[config.mk]
export PLATFORM = sky130hd
export DESIGN_NAME = mul_n
export DESIGN_NICKNAME = d
export VERILOG_FILES = /design/src/rtl/mul_n.sv
export SDC_FILE = /design/constraint.sdc
export NUM_CORES = 1
export LEC_CHECK = 0
export CELL_PAD_IN_SITES_DETAIL_PLACEMENT = 2
export CELL_PAD_IN_SITES_GLOBAL_PLACEMENT = 2
export CORE_ASPECT_RATIO = 0.7
export CORE_MARGIN = 4
export CORE_UTILIZATION = 30
export DETAILED_ROUTE_END_ITERATION = 12
export PLACE_DENSITY_LB_ADDON = 0.15
export SETUP_SLACK_MARGIN = 0.15
export SLEW_MARGIN = 20
export SYNTH_ARGS = -nofsm -noshare
export SYNTH_HDL_FRONTEND = slang
export SYNTH_SLANG_ARGS = --single-unit
[constraint.sdc]
create_clock -name clk_i -period 2.8 [get_ports clk_i]
set_input_delay 0.56 -clock clk_i [delete_from_list [all_inputs] [get_ports clk_i]]
set_output_delay 0.56 -clock clk_i [all_outputs]
set_load 0.02 [all_outputs]
[src/rtl/mul_n.sv]
// mul_n: sequential unsigned shift-and-add multiplier with start/ready handshake
//   clk_i       system clock, all state on rising edge
//   reset_ni    synchronous active-low reset
//   start_i     request, sampled only while idle
//   a_i, b_i    unsigned multiplicand / multiplier, latched on the start edge
//   prod_lo_o   low half of the product (registered)
//   prod_hi_o   high half of the product (registered)
//   ovf_o       product does not fit in bits (prod_hi_o != 0)
//   ready_o     one-cycle completion strobe
//   busy_o      operation in progress
module mul_n #(
    parameter int bits = 8
) (
    input  logic            clk_i,
    input  logic            reset_ni,
    input  logic            start_i,
    input  logic [bits-1:0] a_i,
    input  logic [bits-1:0] b_i,
    output logic [bits-1:0] prod_lo_o,
    output logic [bits-1:0] prod_hi_o,
    output logic            ovf_o,
    output logic            ready_o,
    output logic            busy_o
);
    localparam int CW = $clog2(bits);
    typedef enum logic [1:0] {IDLE, RUN, DONE} state_t;
    state_t              state_q;
    logic [2*bits-1:0]   mcand_q;
    logic [2*bits-1:0]   acc_q;
    logic [bits-1:0]     mplier_q;
    logic [CW-1:0]       cnt_q;
    assign busy_o = (state_q != IDLE);
    always_ff @(posedge clk_i) begin
        if (!reset_ni) begin
            state_q   <= IDLE;
            mcand_q   <= '0;
            acc_q     <= '0;
            mplier_q  <= '0;
            cnt_q     <= '0;
            prod_lo_o <= '0;
            prod_hi_o <= '0;
            ovf_o     <= 1'b0;
            ready_o   <= 1'b0;
        end else begin
            ready_o <= 1'b0;
            case (state_q)
                IDLE: if (start_i) begin
                    mcand_q  <= {{bits{1'b0}}, a_i};
                    mplier_q <= b_i;
                    acc_q    <= '0;
                    cnt_q    <= '0;
                    state_q  <= RUN;
                end
                RUN: begin
                    // always exactly bits iterations, even for zero operands
                    if (mplier_q[0]) acc_q <= acc_q + mcand_q;
                    mcand_q  <= mcand_q << 1;
                    mplier_q <= mplier_q >> 1;
                    cnt_q    <= cnt_q + CW'(1);
                    if (cnt_q == CW'(bits - 1)) state_q <= DONE;
                end
                DONE: begin
                    prod_lo_o <= acc_q[bits-1:0];
                    prod_hi_o <= acc_q[2*bits-1:bits];
                    ovf_o     <= |acc_q[2*bits-1:bits];
                    ready_o   <= 1'b1;
                    state_q   <= IDLE;
                end
                default: state_q <= IDLE;
            endcase
        end
    end
endmodule

==> flow report, run 1 <==
WORST SETUP PATH
------------------------------------------------------------------------------------
Worst setup path start ................................................   mcand_q[0]
Capturing point of the worst reg2reg path .............................    acc_q[14]
Crit path launch type .................................................     register
Critical path fanouts, max ............................................            6
Data required time of the worst path ..................................      3030 ps
Arrival time at the worst endpoint ....................................      2730 ps

CLOCK NETWORK
------------------------------------------------------------------------------------
Clock net sink count ..................................................           63
CTS H-tree lvls .......................................................            3
Root cell of the clock tree ........................................... sky130_fd_sc_hd__clkbuf_16
Number of resized instances in the post-cts repair step ...............            0
Number of buffers inserted for hold repair after clock tree synthesis .            0

SYNTHESIS
------------------------------------------------------------------------------------
Number of synthesized flops with an enable pin ........................            0
Portion of the post-synthesis area used by sequential elements ........        0.386
Unique cell type count in the Yosys netlist ...........................           56
Mean Syn Cell Area ....................................................    8.97 um^2
Cell area after technology mapping .................................... 0.00327 mm^2
Mux share of post-synthesis cell area .................................       0.0398
Top cells by area ..................................................... sky130_fd_sc_hd__dfxtp_1, sky130_fd_sc_hd__nand2_1, sky130_fd_sc_hd__ha_1
Number of standard cells reported by yosys ............................          364
Complex Gates by Area .................................................        0.270
Instance count of the mapped netlist ..................................          364

TIMING
------------------------------------------------------------------------------------
Max Freq ..............................................................    0.400 GHz
Hold violation total from the final report ............................            0
Slew of the pin with the lowest slew margin ...........................       653 ps
Fin Setup TNS .........................................................         0 ps
Minimum clock period ..................................................      2500 ps

DRT
------------------------------------------------------------------------------------
Overall via count from detail_route ...................................         2855
Vias per Instance .....................................................         5.35
Per-cell routed wire length ...........................................      18.3 um
Post-route DRC violation count ........................................            0

FLOORPLANNING
------------------------------------------------------------------------------------
Die width .............................................................       133 um
Area inside the core boundary .........................................  0.0105 mm^2
# Taps ................................................................          132

PWR
------------------------------------------------------------------------------------
Part of the power in combinational logic ..............................        0.098
Worst-case vdd ir drop ................................................       321 uV
Pwr Total .............................................................      2.16 mW
Clock Power Share .....................................................        0.463
Sequential share of power .............................................        0.439
Internal portion of total power .......................................      1.61 mW
Top Consumer .......................................................... the clock network

PLACEMENT
------------------------------------------------------------------------------------
Placement-stage worst setup slack .....................................       293 ps
Number of cells in the design after placement .........................          518
Area after DPL ........................................................ 0.00377 mm^2

FINAL LAYOUT
------------------------------------------------------------------------------------
Share of cell area taken by multi-input logic gates ...................        0.467
Clock-cell share of area ..............................................       0.0640
Util after Layout .....................................................        0.384
Most instantiated logic cells after routing ........................... sky130_fd_sc_hd__dfxtp_1, sky130_fd_sc_hd__nand2_1, sky130_fd_sc_hd__clkdlybuf4s50_1
Register fraction of the total cell area ..............................        0.313
Inverters .............................................................            8
Seq_cells .............................................................           63

HOLD PATH
------------------------------------------------------------------------------------
Hold EP ............................................................... prod_lo_o[2]
Beginning of the worst hold path ...................................... prod_lo_o[2]

GLOBAL ROUTING
------------------------------------------------------------------------------------
Largest net degree at the start of global routing .....................           32

STATUS
------------------------------------------------------------------------------------
Run status ............................................................    completed

-- run 1: worst max-delay path: stages, from the launching register on --
cell and delay (ps):
sky130_fd_sc_hd__dfxtp_1 370, sky130_fd_sc_hd__ha_1 220, sky130_fd_sc_hd__inv_1 80, sky130_fd_sc_hd__fa_1 410, sky130_fd_sc_hd__nor2b_2 170, sky130_fd_sc_hd__o2111ai_2 220
sky130_fd_sc_hd__a2111oi_1 520, sky130_fd_sc_hd__o21ai_0 140, sky130_fd_sc_hd__a32o_1 270
-- run 1: routing by layer --
layer | wire, um | vias up | global-route usage
met3 | 401 | 8 | 0.0390
met1 | 5150 | 1399 | 0.233
met4 | 93 | 0 | 0.0441
li1 | - | 1400 | -
met5 | 0 | - | 0
met2 | 4140 | 48 | 0.244
**Run 1: placed cells, one color a class**

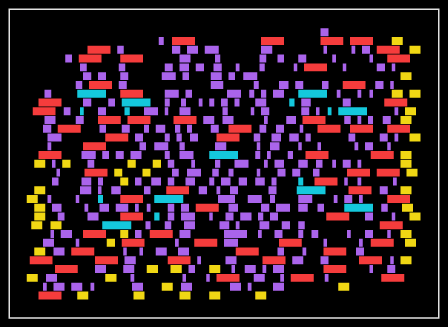
[red] flops | cells: 63 | share of their area: 33%
[purple] all other logic | cells: 278 | share of their area: 49%
[cyan] clock drivers and dummy loads | cells: 16 | share of their area: 6.7%
[yellow] other buffers and delay cells | cells: 45 | share of their area: 11%

**Run 1: local utilization**

Bar = 50 um. 13 x 10 tiles, from black (low) to pale yellow (high), 0 to 100% covered.
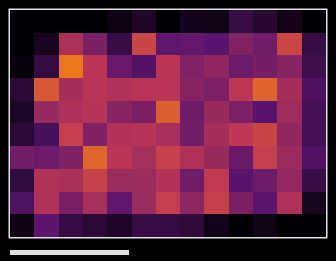
densest ninth of the die: center
nearly empty tiles: 8.5%
fullest tile: 69%
mean over tiles: 31%

**Run 1: PDN straps and rails**

Bar = 50 um. Pins as bars on the die edge.
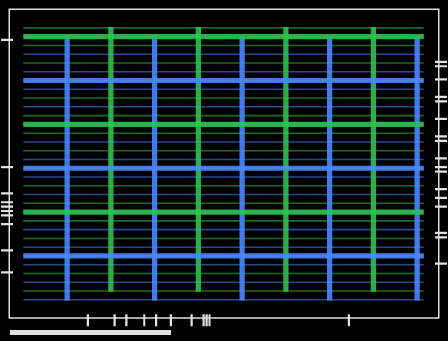
[blue] VSS
[green] VDD
met1 rails: 32
rows: 31

**Run 1: nets reached from selected ports**

Bar = 50 um.
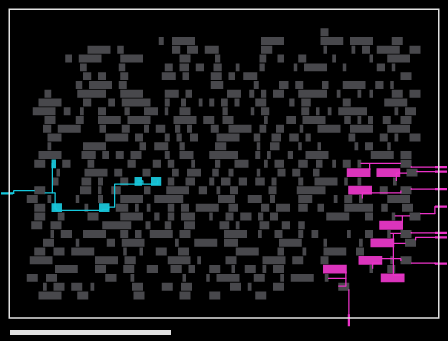
[cyan] `start_i` | bits: 1 | direction: input | end cells: 5 | buffers: 1 | wire: 69.3 um
[magenta] `prod_lo_o` | bits: 8 | direction: output | end cells: 8 | buffers: 8 | wire: 147 um

## Run 2: what changed since run 1
--- a/config.mk
+++ b/config.mk
@@ -10,6 +10,7 @@
 export CORE_ASPECT_RATIO = 0.7
 export CORE_MARGIN = 4
 export CORE_UTILIZATION = 30
+export CTS_CLUSTER_DIAMETER = 60
 export DETAILED_ROUTE_END_ITERATION = 12
 export PLACE_DENSITY_LB_ADDON = 0.15
 export SETUP_SLACK_MARGIN = 0.15
**Run 2: placed cells, one color a class**

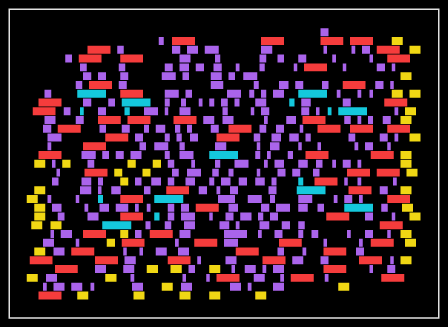
[cyan] clock drivers and dummy loads | cells: 16 | share of their area: 6.7%
[red] flops | cells: 63 | share of their area: 33%
[yellow] other buffers and delay cells | cells: 45 | share of their area: 11%
[purple] all other logic | cells: 278 | share of their area: 49%

**Run 2: nets reached from selected ports**

Bar = 50 um.
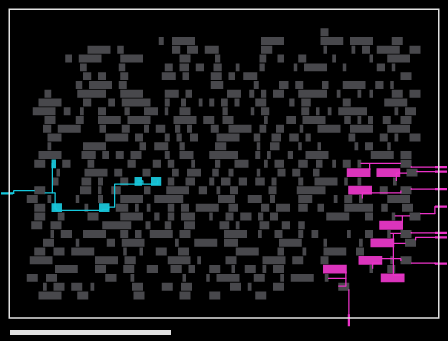
[magenta] `prod_lo_o` | bits: 8 | direction: output | end cells: 8 | buffers: 8 | wire: 147 um
[cyan] `start_i` | bits: 1 | direction: input | end cells: 5 | buffers: 1 | wire: 69.3 um

==> run 2 against run 1 <==
Die size unchanged. Synthesized cell count unchanged. Maximum frequency unchanged. Clock skew unchanged. Setup slack unchanged. Core utilization unchanged. Register-to-register slack about the same. Count of clock-buffer cells in the layout unchanged. Power unchanged. Global-route usage unchanged. Sequential share of layout area unchanged. Critical path depth unchanged. Critical path type unchanged. Largest power group unchanged.
==> flow report, run 2 <==
STATUS
------------------------------------------------------------------------------------
Run status ............................................................    completed   unchanged

FINAL LAYOUT
------------------------------------------------------------------------------------
Most instantiated logic cells after routing ........................... sky130_fd_sc_hd__dfxtp_1, sky130_fd_sc_hd__nand2_1, sky130_fd_sc_hd__clkdlybuf4s50_1   unchanged
Signed area change from the synthesized netlist to the final layout ...        23.2%   unchanged
Layout cell share with drive strength beyond 1 ........................       0.0821   unchanged
Seq_cells .............................................................           63   unchanged
Util after Layout .....................................................        0.384   unchanged
Inverters .............................................................            8   unchanged
Share of cell area taken by multi-input logic gates ...................        0.467   unchanged
Buffering overhead ....................................................        0.107   unchanged
Largest registers ranked by flip-flop count ........................... acc_q x16, mcand_q x16   unchanged
Register fraction of the total cell area ..............................        0.313   unchanged
Clock-cell share of area ..............................................       0.0640   unchanged

WORST SETUP PATH
------------------------------------------------------------------------------------
Slowest stage delay, CP ...............................................       520 ps   about the same
Critical path start-end classification ................................   reg -> reg   unchanged
Critical path fanouts, max ............................................            6   unchanged
Capturing point of the worst reg2reg path .............................    acc_q[14]   unchanged
Data required time of the worst path ..................................      3030 ps   about the same
Slowest cell on crit path ............................................. sky130_fd_sc_hd__a2111oi_1   unchanged
Ordered cell list for the critical path ............................... ha_1 > inv_1 > fa_1 > nor2b_2 > o2111ai_2 > a2111oi_1 > o21ai_0 > a32o_1   unchanged
Family with the most delay on the worst path .......................... AND-OR/OR-AND gates   unchanged
Crit path buffers/inverters ...........................................            1   unchanged
Crit path launch type .................................................     register   unchanged
Reg2reg start .........................................................   mcand_q[0]   unchanged
Arrival time at the worst endpoint ....................................      2730 ps   about the same

GLOBAL ROUTING
------------------------------------------------------------------------------------
Most Crowded Layer GR .................................................         met2   unchanged
Largest net degree at the start of global routing .....................           32   unchanged
Number of antenna violations at the first check in global routing .....            0   unchanged
Grt met1 use ..........................................................        0.233   unchanged
Met3 Usage GRT ........................................................       0.0390   unchanged
Total routing usage reported by global routing ........................        0.163   unchanged
GR Util met2 ..........................................................        0.244   unchanged

PWR
------------------------------------------------------------------------------------
Internal portion of total power .......................................      1.61 mW   unchanged
Pwr Total .............................................................      2.16 mW   unchanged
Sequential share of power .............................................        0.439   about the same
Worst-case vdd ir drop ................................................       321 uV   unchanged
Clock Power Share .....................................................        0.463   about the same
Part of the power in combinational logic ..............................        0.098   about the same
Reported leakage power ................................................      1.64 nW   unchanged
Logic power comb ......................................................       212 uW   about the same
Top Consumer .......................................................... the clock network   unchanged

TIMING
------------------------------------------------------------------------------------
Final setup violation count ...........................................            0   unchanged
Fin Setup TNS .........................................................         0 ps   unchanged
Part of the cycle the worst path needs ................................        0.894   unchanged
Hold violation total from the final report ............................            0   unchanged
Minimum clock period ..................................................      2500 ps   unchanged
Max-slew violations ...................................................            0   unchanged
Max_slew headroom .....................................................        0.564   unchanged
Max Freq ..............................................................    0.400 GHz   unchanged
Slew of the pin with the lowest slew margin ...........................       653 ps   unchanged
Worst Slack Setup Final ...............................................       297 ps   unchanged

FLOORPLANNING
------------------------------------------------------------------------------------
Die width .............................................................       133 um   unchanged
Std cell rows .........................................................           31   unchanged
Area inside the core boundary .........................................  0.0105 mm^2   unchanged
# Taps ................................................................          132   unchanged

SYNTHESIS
------------------------------------------------------------------------------------
Mean Syn Cell Area ....................................................    8.97 um^2   unchanged
Portion of synthesized cell area occupied by the leading cell type ....        0.386   unchanged
Cell area after technology mapping .................................... 0.00327 mm^2   unchanged
Number of standard cells reported by yosys ............................          364   unchanged
Portion of the post-synthesis area used by sequential elements ........        0.386   unchanged
Top cells by area ..................................................... sky130_fd_sc_hd__dfxtp_1, sky130_fd_sc_hd__nand2_1, sky130_fd_sc_hd__ha_1   unchanged
Area leader, netlist .................................................. sky130_fd_sc_hd__dfxtp_1   unchanged
Number of synthesized flops with an enable pin ........................            0   unchanged
Seq cells post-synth ..................................................           63   unchanged
Instance count of the mapped netlist ..................................          364   unchanged
Unique cell type count in the Yosys netlist ...........................           56   unchanged

CLOCK NETWORK
------------------------------------------------------------------------------------
CTS H-tree lvls .......................................................            3   unchanged
Clock Tree Buf Depth ..................................................            2   unchanged
Number of buffers inserted for hold repair after clock tree synthesis .            0   unchanged
Clk latency late pin ..................................................       330 ps   about the same
Clock net sink count ..................................................           63   unchanged
Root cell of the clock tree ........................................... sky130_fd_sc_hd__clkbuf_16   unchanged

DRT
------------------------------------------------------------------------------------
Vias per Instance .....................................................         5.35   unchanged
Post-route DRC violation count ........................................            0   unchanged
Highest routing layer actually used ...................................         met4   unchanged
Per-cell routed wire length ...........................................      18.3 um   unchanged
Overall via count from detail_route ...................................         2855   unchanged
Wire length after detailed routing ....................................      9.78 mm   unchanged
Met3 layer wire length in the routed design ...........................       401 um   unchanged
Met2 Wirelength .......................................................      4.14 mm   unchanged
Router iterations before antenna repair ...............................            4   unchanged
Wire length the detailed router placed on met1 ........................      5.15 mm   unchanged

RUN
------------------------------------------------------------------------------------
Tool Warnings .........................................................           26   unchanged

PLACEMENT
------------------------------------------------------------------------------------
Number of cells in the design after placement .........................          518   unchanged
Placement-stage worst setup slack .....................................       293 ps   unchanged
Area after DPL ........................................................ 0.00377 mm^2   unchanged

HOLD PATH
------------------------------------------------------------------------------------
Beginning of the worst hold path ...................................... prod_lo_o[2]   unchanged
Hold EP ............................................................... prod_lo_o[2]   unchanged

**Run 2: local utilization**

Bar = 50 um. 13 x 10 tiles, from black (low) to pale yellow (high), 0 to 100% covered.
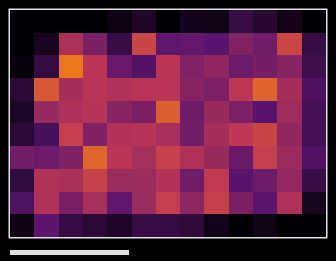
mean over tiles: 31%
fullest tile: 69%
nearly empty tiles: 8.5%
densest ninth of the die: center

-- run 2: worst max-delay path by stage --
stage / startpoint / endpoint / slack [ps] / depth (start not counted)
floorplan: mcand_q[0] / acc_q[14] / 600 / 8
global placement: mcand_q[0] / acc_q[14] / 450 / 8
detailed placement: mcand_q[0] / acc_q[14] / 290 / 8
CTS: mcand_q[0] / acc_q[14] / 260 / 8
global route: mcand_q[0] / acc_q[14] / 160 / 8
finish: mcand_q[0] / acc_q[14] / 300 / 8
-- run 2: repair_timing --
item | in CTS | in global routing
resized | 0 | 1
hold endpoints to repair | 0 | 0
setup endpoints to repair | 0 | 1
-- run 2: kinds of logic after synthesis --
family          synth area share
simple gates               0.180
compound gates             0.270
flops                      0.386
fa+ha+maj                 0.0712
xor+xnor                  0.0134
buf+inv                   0.0394
mux                       0.0398
## Run 3: what changed since run 2
--- a/config.mk
+++ b/config.mk
@@ -5,6 +5,7 @@
 export SDC_FILE = /design/constraint.sdc
 export NUM_CORES = 1
 export LEC_CHECK = 0
+export ABC_AREA = 1
 export CELL_PAD_IN_SITES_DETAIL_PLACEMENT = 2
 export CELL_PAD_IN_SITES_GLOBAL_PLACEMENT = 2
 export CORE_ASPECT_RATIO = 0.7
@@ -14,6 +15,7 @@
 export DETAILED_ROUTE_END_ITERATION = 12
 export PLACE_DENSITY_LB_ADDON = 0.15
 export SETUP_SLACK_MARGIN = 0.15
+export SKIP_CTS_REPAIR_TIMING = 1
 export SLEW_MARGIN = 20
 export SYNTH_ARGS = -nofsm -noshare
 export SYNTH_HDL_FRONTEND = slang
**Run 3: nets reached from selected ports**

Bar = 50 um.
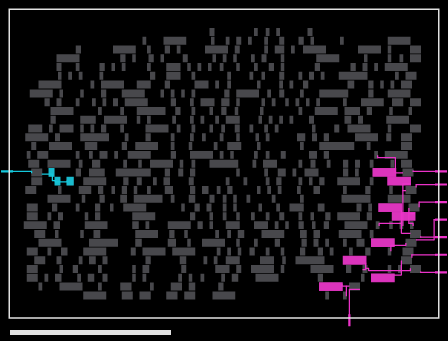
[magenta] `prod_lo_o` | bits: 8 | direction: output | end cells: 8 | buffers: 8 | wire: 157 um
[cyan] `start_i` | bits: 1 | direction: input | end cells: 3 | buffers: 1 | wire: 17.3 um

**Run 3: placed cells, one color a class**

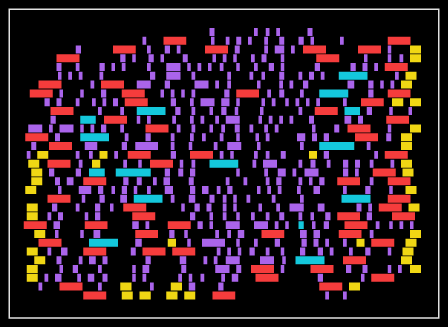
[yellow] other buffers and delay cells | cells: 42 | share of their area: 10%
[red] flops | cells: 63 | share of their area: 32%
[cyan] clock drivers and dummy loads | cells: 15 | share of their area: 8.5%
[purple] all other logic | cells: 396 | share of their area: 49%

==> run 3 against run 2 <==
Maximum frequency is 19% higher. Sequential power up 0.8%. Count of clock-buffer cells in the layout rose by 1. Non-clock buffer count is 3 lower. Clock power is 26% higher. Global-route usage up 1.2 points. Setup slack improved by 400 ps. First-iteration DRC count shrank 16%. Final cell count up 21%.
==> flow report, run 3 <==
WORST SETUP PATH
----------------------------------------------------------------------------------
Worst setup endpoint ................................................       busy_o   was acc_q[14]
Crit path buffers/inverters .........................................            2   was 1
Family with the most delay on the worst path ........................ buffers and inverters   was AND-OR/OR-AND gates
Data required time of the worst path ................................      2240 ps   was 3030 ps
Critical path fanouts, max ..........................................            4   was 6
Ordered cell list for the critical path ............................. nor2_1 > inv_1 > clkdlybuf4s50_1   was ha_1 > inv_1 > fa_1 > nor2b_2 > o2111ai_2 > a2111oi_1 > o21ai_0 > a32o_1
Arrival time at the worst endpoint ..................................      1540 ps   was 2730 ps
Reg2reg start .......................................................     acc_q[0]   was mcand_q[0]
Worst setup path start ..............................................   state_q[1]   was mcand_q[0]
Capturing point of the worst reg2reg path ...........................     acc_q[8]   was acc_q[14]
Critical path start-end classification ..............................   reg -> out   was reg -> reg
Levels on crit path .................................................            3   was 8
Slowest stage delay, CP .............................................       540 ps   was 520 ps

FINAL LAYOUT
----------------------------------------------------------------------------------
Buffering overhead ..................................................        0.100   was 0.107
Register fraction of the total cell area ............................        0.311   was 0.313
Share of cell area taken by multi-input logic gates .................        0.420   was 0.467
Inverters ...........................................................           51   was 8
Most instantiated logic cells after routing ......................... sky130_fd_sc_hd__nand2_1, sky130_fd_sc_hd__dfxtp_1, sky130_fd_sc_hd__inv_1   was sky130_fd_sc_hd__dfxtp_1, sky130_fd_sc_hd__nand2_1, sky130_fd_sc_hd__clkdlybuf4s50_1
Layout cell share with drive strength beyond 1 ......................       0.0640   was 0.0821
Largest registers ranked by flip-flop count ......................... acc_q x16, mcand_q x16   unchanged
Total of clock buffers placed in the layout .........................           12   was 11
Clock-cell share of area ............................................       0.0816   was 0.0640
Signed area change from the synthesized netlist to the final layout .        24.7%   was 23.2%
Seq_cells ...........................................................           63   unchanged

TIMING
----------------------------------------------------------------------------------
Hold violation total from the final report ..........................            0   unchanged
Max Freq ............................................................    0.475 GHz   was 0.400 GHz
Final setup violation count .........................................            0   unchanged
Fin Setup TNS .......................................................         0 ps   unchanged
Part of the cycle the worst path needs ..............................        0.751   was 0.894
Max-slew violations .................................................            0   unchanged
Minimum clock period ................................................      2100 ps   was 2500 ps
Max_slew headroom ...................................................        0.688   was 0.564
Slew of the pin with the lowest slew margin .........................       468 ps   was 653 ps
Worst Slack Setup Final .............................................       696 ps   was 297 ps

DRT
----------------------------------------------------------------------------------
Post-route DRC violation count ......................................            0   unchanged
Wire length after detailed routing ..................................      10.4 mm   was 9.78 mm
Router iterations before antenna repair .............................            4   unchanged
Met3 layer wire length in the routed design .........................       308 um   was 401 um
Per-cell routed wire length .........................................      16.0 um   was 18.3 um
Highest routing layer actually used .................................         met4   unchanged
Met2 Wirelength .....................................................      4.35 mm   was 4.14 mm
Overall via count from detail_route .................................         3167   was 2855
Wire length the detailed router placed on met1 ......................      5.60 mm   was 5.15 mm
Vias per Instance ...................................................         4.89   was 5.35

CLOCK NETWORK
----------------------------------------------------------------------------------
Clock Tree Buf Depth ................................................            2   unchanged
Clock net sink count ................................................           63   unchanged
Clk latency late pin ................................................       340 ps   was 330 ps
Root cell of the clock tree ......................................... sky130_fd_sc_hd__clkbuf_16   unchanged
CTS H-tree lvls .....................................................            3   unchanged

SYNTHESIS
----------------------------------------------------------------------------------
Simple-gate area share of the yosys netlist .........................        0.301   was 0.180
Cell area after technology mapping .................................. 0.00326 mm^2   was 0.00327 mm^2
Number of synthesized flops with an enable pin ......................            0   unchanged
Number of standard cells reported by yosys ..........................          476   was 364
Portion of synthesized cell area occupied by the leading cell type ..        0.387   was 0.386
Mux share of post-synthesis cell area ...............................            0   was 0.0398
Instance count of the mapped netlist ................................          476   was 364
Area leader, netlist ................................................ sky130_fd_sc_hd__dfxtp_1   unchanged
Seq cells post-synth ................................................           63   unchanged
Mean Syn Cell Area ..................................................    6.84 um^2   was 8.97 um^2
Complex Gates by Area ...............................................        0.148   was 0.270
Main kind of combinational logic by area ............................ simple AND/OR/NAND/NOR gates   was AND-OR/OR-AND gates
Portion of the post-synthesis area used by sequential elements ......        0.387   was 0.386
Adder Share, Synth ..................................................       0.0714   was 0.0712

PLACEMENT
----------------------------------------------------------------------------------
Placement-stage worst setup slack ...................................       669 ps   was 293 ps
Number of cells in the design after placement .......................          633   was 518
Count of port buffers added during placement ........................           37   unchanged
Area after DPL ...................................................... 0.00373 mm^2   was 0.00377 mm^2

PWR
----------------------------------------------------------------------------------
Internal portion of total power .....................................      1.85 mW   was 1.61 mW
Sequential share of power ...........................................        0.392   was 0.439
Top Consumer ........................................................ the clock network   unchanged
Part of the power in combinational logic ............................        0.091   was 0.098
Reported leakage power ..............................................      1.80 nW   was 1.64 nW
Clock Power Share ...................................................        0.517   was 0.463
Pwr Total ...........................................................      2.43 mW   was 2.16 mW
Logic power comb ....................................................       220 uW   was 212 uW
Power Clock .........................................................      1.26 mW   was 1.00 mW
Worst-case vdd ir drop ..............................................       286 uV   was 321 uV

STATUS
----------------------------------------------------------------------------------
Run status ..........................................................    completed   unchanged

FLOORPLANNING
----------------------------------------------------------------------------------
# Taps ..............................................................          132   unchanged
Area inside the core boundary .......................................  0.0105 mm^2   unchanged
Std cell rows .......................................................           31   unchanged
Die width ...........................................................       133 um   about the same

GLOBAL ROUTING
----------------------------------------------------------------------------------
Number of antenna violations at the first check in global routing ...            0   unchanged
Largest net degree at the start of global routing ...................           33   was 32
Most Crowded Layer GR ...............................................         met2   unchanged

HOLD PATH
----------------------------------------------------------------------------------
Beginning of the worst hold path ....................................     cnt_q[0]   was prod_lo_o[2]
Hold EP .............................................................     cnt_q[0]   was prod_lo_o[2]

RUN
----------------------------------------------------------------------------------
Tool Warnings .......................................................           26   unchanged

**Run 3: congestion heat map**

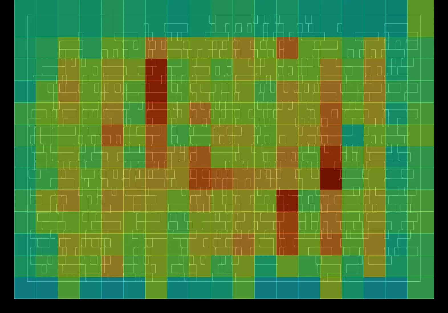
Util after Layout: 0.388
GR Util met2: 0.274
met3 Usage GRT: 0.0359
grt met1 use: 0.241
total routing usage reported by global routing: 0.174

[run 3: cell types whose count changed in the layout (fill, tap and decap cells not counted), moves of 6 or more]
cell,change
sky130_fd_sc_hd__a22oi_1,-14
sky130_fd_sc_hd__nand3_1,+22
sky130_fd_sc_hd__inv_1,+39
sky130_fd_sc_hd__nor2b_1,-21
sky130_fd_sc_hd__a21boi_0,-16
sky130_fd_sc_hd__a21oi_1,+27
sky130_fd_sc_hd__o211a_1,-13
sky130_fd_sc_hd__nand2_1,+86
sky130_fd_sc_hd__a31oi_1,+12
sky130_fd_sc_hd__a21o_1,-6
sky130_fd_sc_hd__nor2_1,+37
sky130_fd_sc_hd__o21ai_0,+22
sky130_fd_sc_hd__mux2i_1,-13
Power figures rest on the tool's default switching activity, not on a simulated workload.
